<file path="src/rtl/moore_det_pkg.sv">
// Shared definitions for the time-shared "1010" Moore detector:
// state encoding, context width and the accept decode.
package moore_det_pkg;

  localparam int STATE_W = 3;

  typedef logic [STATE_W-1:0] state_t;

  localparam logic [2:0] S0 = 3'd0;  // nothing seen
  localparam logic [2:0] S1 = 3'd1;  // "1"
  localparam logic [2:0] S2 = 3'd2;  // "10"
  localparam logic [2:0] S3 = 3'd3;  // "101"
  localparam logic [2:0] S4 = 3'd4;  // "1010", Moore output high

  function automatic logic is_accept(input state_t s);
    return (s == S4);
  endfunction

endpackage

</file>
<file path="src/rtl/moore_det_core.sv">
// Combinational next-state logic of the overlapping "1010" Moore detector;
// shared by all channels through the context mux in the scheduler.
module moore_det_core
  import moore_det_pkg::*;
(
  input  state_t state,
  input  logic   data_bit,
  output state_t next_state,
  output logic   hit
);

  // next-state table; illegal encodings recover to S0
  always_comb begin
    next_state = S0;
    case (state)
      S0:      next_state = data_bit ? S1 : S0;
      S1:      next_state = data_bit ? S1 : S2;
      S2:      next_state = data_bit ? S3 : S0;
      S3:      next_state = data_bit ? S1 : S4;
      S4:      next_state = data_bit ? S3 : S0;
      default: next_state = S0;
    endcase
  end

  // S4 can only be entered from S3, so landing in S4 marks a new match
  always_comb begin
    hit = is_accept(next_state);
  end

endmodule

</file>
<file path="src/rtl/moore_det_sched.sv">
// Round-robin scheduler that time-shares one "1010" Moore detector among
// NCH serial channels, with a saved state context and match counter per channel.
module moore_det_sched
  import moore_det_pkg::*;
#(
  parameter int NCH = 4,
  parameter int CW  = 8
) (
  input  logic                   clk,
  input  logic                   rst,
  input  logic [NCH-1:0]         req,
  input  logic [NCH-1:0]         bit_in,
  output logic [NCH-1:0]         gnt,
  output logic [NCH-1:0]         match,
  input  logic [$clog2(NCH)-1:0] cnt_sel,
  output logic [CW-1:0]          cnt_out
);

  localparam int SW = $clog2(NCH);
  localparam logic [SW-1:0] LAST_IDX = SW'(NCH - 1);
  localparam logic [CW-1:0] CNT_MAX  = {CW{1'b1}};

  logic [SW-1:0] ptr_r;
  state_t        ctx_r [NCH];
  logic [CW-1:0] cnt_r [NCH];

  int            arb_idx_s;
  logic          found_s;
  logic          grant_v_s;
  logic [SW-1:0] gnt_idx_s;
  state_t        cur_state_s;
  logic          cur_bit_s;
  state_t        next_state_s;
  logic          hit_s;

  // search from ptr upward (wrapping) for the first pending requester
  always_comb begin
    found_s   = 1'b0;
    gnt_idx_s = {SW{1'b0}};
    arb_idx_s = 0;
    for (int o = 0; o < NCH; o++) begin
      arb_idx_s = int'(ptr_r) + o;
      if (arb_idx_s >= NCH) begin
        arb_idx_s = arb_idx_s - NCH;
      end else begin
        arb_idx_s = arb_idx_s;
      end
      if (!found_s && req[arb_idx_s]) begin
        found_s   = 1'b1;
        gnt_idx_s = SW'(arb_idx_s);
      end else begin
        found_s   = found_s;
      end
    end
  end

  // nothing is consumed during a reset cycle
  always_comb begin
    grant_v_s = found_s & ~rst;
  end

  // one-hot grant to the selected channel
  always_comb begin
    gnt = {NCH{1'b0}};
    for (int i = 0; i < NCH; i++) begin
      gnt[i] = grant_v_s && (gnt_idx_s == SW'(i));
    end
  end

  // AND-OR mux of the granted channel's context and data bit into the core
  always_comb begin
    cur_state_s = S0;
    cur_bit_s   = 1'b0;
    for (int i = 0; i < NCH; i++) begin
      cur_state_s = cur_state_s | (ctx_r[i] & {STATE_W{gnt_idx_s == SW'(i)}});
      cur_bit_s   = cur_bit_s | (bit_in[i] & (gnt_idx_s == SW'(i)));
    end
  end

  moore_det_core u_core (
    .state      (cur_state_s),
    .data_bit   (cur_bit_s),
    .next_state (next_state_s),
    .hit        (hit_s)
  );

  // round-robin pointer moves just past the channel that was served
  always_ff @(posedge clk) begin
    if (rst) begin
      ptr_r <= {SW{1'b0}};
    end else if (grant_v_s) begin
      ptr_r <= (gnt_idx_s == LAST_IDX) ? {SW{1'b0}} : gnt_idx_s + SW'(1);
    end else begin
      ptr_r <= ptr_r;
    end
  end

  // only the granted channel's context advances; the rest hold
  always_ff @(posedge clk) begin
    for (int i = 0; i < NCH; i++) begin
      if (rst) begin
        ctx_r[i] <= S0;
      end else if (grant_v_s && (gnt_idx_s == SW'(i))) begin
        ctx_r[i] <= next_state_s;
      end else begin
        ctx_r[i] <= ctx_r[i];
      end
    end
  end

  // saturating per-channel count of entries into S4
  always_ff @(posedge clk) begin
    for (int i = 0; i < NCH; i++) begin
      if (rst) begin
        cnt_r[i] <= {CW{1'b0}};
      end else if (grant_v_s && (gnt_idx_s == SW'(i)) && hit_s && (cnt_r[i] != CNT_MAX)) begin
        cnt_r[i] <= cnt_r[i] + CW'(1);
      end else begin
        cnt_r[i] <= cnt_r[i];
      end
    end
  end

  // Moore outputs decode only the stored contexts
  always_comb begin
    match = {NCH{1'b0}};
    for (int i = 0; i < NCH; i++) begin
      match[i] = is_accept(ctx_r[i]);
    end
  end

  // counter read port; selects at or above NCH match nothing and read 0
  always_comb begin
    cnt_out = {CW{1'b0}};
    for (int i = 0; i < NCH; i++) begin
      cnt_out = cnt_out | (cnt_r[i] & {CW{cnt_sel == SW'(i)}});
    end
  end

endmodule

</file>
<file path="config.mk">
export PLATFORM = sky130hd
export DESIGN_NAME = moore_det_sched
export DESIGN_NICKNAME = d
export VERILOG_FILES = /design/src/rtl/moore_det_pkg.sv /design/src/rtl/moore_det_core.sv /design/src/rtl/moore_det_sched.sv
export SDC_FILE = /design/constraint.sdc
export NUM_CORES = 1
export LEC_CHECK = 0
export ABC_AREA = 1
export CAP_MARGIN = 20
export CELL_PAD_IN_SITES_DETAIL_PLACEMENT = 1
export CELL_PAD_IN_SITES_GLOBAL_PLACEMENT = 2
export CORE_UTILIZATION = 33
export CTS_CLUSTER_SIZE = 10
export DETAILED_ROUTE_END_ITERATION = 12
export GPL_TIMING_DRIVEN = 0
export PLACE_DENSITY = 0.83
export REMOVE_ABC_BUFFERS = 1
export SLEW_MARGIN = 20
export SYNTH_ARGS = -nofsm -noshare
export SYNTH_HDL_FRONTEND = slang
export SYNTH_SLANG_ARGS = --single-unit
</file>
<file path="constraint.sdc">
create_clock -name clk -period 3.5 [get_ports clk]
set_clock_uncertainty 0.1 [all_clocks]
set_input_delay 0.875 -clock clk [delete_from_list [all_inputs] [get_ports clk]]
set_output_delay 0.875 -clock clk [all_outputs]
set_load 0.01 [all_outputs]
</file>
### Clock wiring as the flow saved it

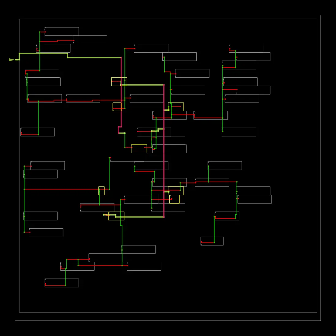
P_clk: 0.000337 W
Clock Latency Late Sink: 0.31 ns
TritonCTS buffer count: 5
flip-flops: 46
clock buf count: 5

### The metal 3 layer

Scale: 4 px per micron.
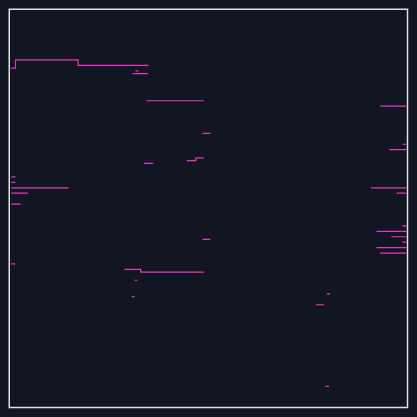
share of all routed wire: 2.0%
longest straight run: 17.5 microns

==> impl_metrics.py <==
# Auto-generated metrics
metrics = {
    "run_status": {
        "status": "finished clean",
    },
    "finish": {
        "largest_cell_class": "logic gates",
        "layout.filler_cells": 1064,
        "combGateArea_sq_um": 1757,
        "drive_gt1_frac": 0.3753,
        "register_area_sq_um": 1363,
        "stdcell_area_sq_um": 4041,
        "n_antenna_cell": 0,
        "sh_seq_area": 0.3372,
        "nonClkBufAreaFrac": 0.1282,
        "lay_top_cells": "nand2_1, edfxtp_1, buf_4",
        "final_util": 0.4395,
    },
    "setup_path": {
        "path_max_fanout": 8,
        "crit_cells": 5,
        "regToRegStartpoint": "ptr_r[0]$_SDFFE_PP0P_",
        "crit_family": "buffers and inverters",
        "crit_path_top_delay_cell": "clkdlybuf4s50_1",
        "rr_endpoint": "cnt_r[3][3]$_SDFFCE_PN0P_",
        "worstPathRequired_ns": 2.52,
        "crit_path_end": "cnt_out[5]",
        "slowest_delay_ns": 0.59,
        "path_class": "input port to primary output",
        "critPathLaunchType": "input port",
    },
    "global_route": {
        "met3_usage": 0.02460,
        "grt_pass1_wl_mm": 12.95,
        "grt_usage": 0.1663,
        "grt_use_met2": 0.2932,
        "top_usage_layer": "met2",
    },
    "logic_synthesis": {
        "yosys_warnings": 0,
        "ys.flop_type": "edfxtp_1",
        "ys_sh_xor": 0.05058,
        "syn_area_per_cell_sq_um": 9.113,
        "ys_seq_share": 0.4368,
        "syn_inst": 342,
        "simple_gate_share": 0.3533,
        "ys_chip_area_sq_um": 3117,
        "ys_ff": 46,
    },
    "power_and_ir_drop": {
        "p_seq_w": 0.000811,
        "swShare": 0.4454,
        "p_sw_w": 0.001275,
        "ir_worst_vdd_mv": 0.2347,
        "top_power_group": "combinational logic",
        "power.total_w": 0.002862,
        "pwr-share-comb": 0.599,
        "powerDensity_nw_per_um2": 708.1,
    },
    "route": {
        "drc_errors": 0,
        "wl_met3_microns": 156,
        "dr.pass1.iters": 4,
        "top_layer": "met4",
        "drtAntennaViolNets": 0,
        "met2_length_mm": 3.914,
        "wl_per_cell_microns": 15.30,
    },
    "worst_hold_path": {
        "hold_depth": 2,
        "hold_path_class": "register to register",
        "hold_end": "ptr_r[1]$_SDFFE_PP0P_",
    },
    "timing": {
        "worst_pin_slew_ns": 0.9410,
        "setup_viol": 0,
        "fin_crit_sh": 0.9680,
        "period_minus_slack_ns": 3.388,
        "hold_viol": 0,
        "fmax_mhz": 295.1,
        "setup_ws_ns": 0.1119,
        "slew_headroom": 0.3693,
        "holdWs_ns": 0.5341,
    },
    "clocking": {
        "cts_root_buffer": "clkbuf_8",
        "cts_tree": "built",
    },
    "job": {
        "cap_violations": 0,
        "tool_warnings": 29,
    },
    "floorplan": {
        "ios": 28,
        "fp-utilization": 0.3389,
        "tap_cells": 111,
    },
    "placed_design": {
        "placed_cells": 476,
    },
}
## cell usage after synthesis (4+ instances only)
cell	count	area share
edfxtp_1	44	0.42
ha_1	8	0.032
nand2_2	14	0.028
nand2_1	71	0.086
inv_2	12	0.014
xnor2_1	4	0.011
nor3b_1	4	0.0096
nor2_2	4	0.0080
nor2_1	24	0.029
nor3_2	25	0.080
nand3_1	20	0.032
nand4_1	8	0.016
xor2_1	14	0.039
inv_1	32	0.039
o21ai_0	14	0.022
a21oi_1	11	0.018
## state kept, by name, summed over array words and instances, names as in the netlist
register / cells
cnt_r: 32
ctx_r: 12
ptr_r: 2
## timing repair
item / 4_1_cts / 5_1_grt
buffers inserted: 21 / 11
pin swaps: 25 / 24
gates resized: 63 / 29
setup endpoints to repair: 74 / 70
No activity file was given, so power comes from the tool's default toggle rates.
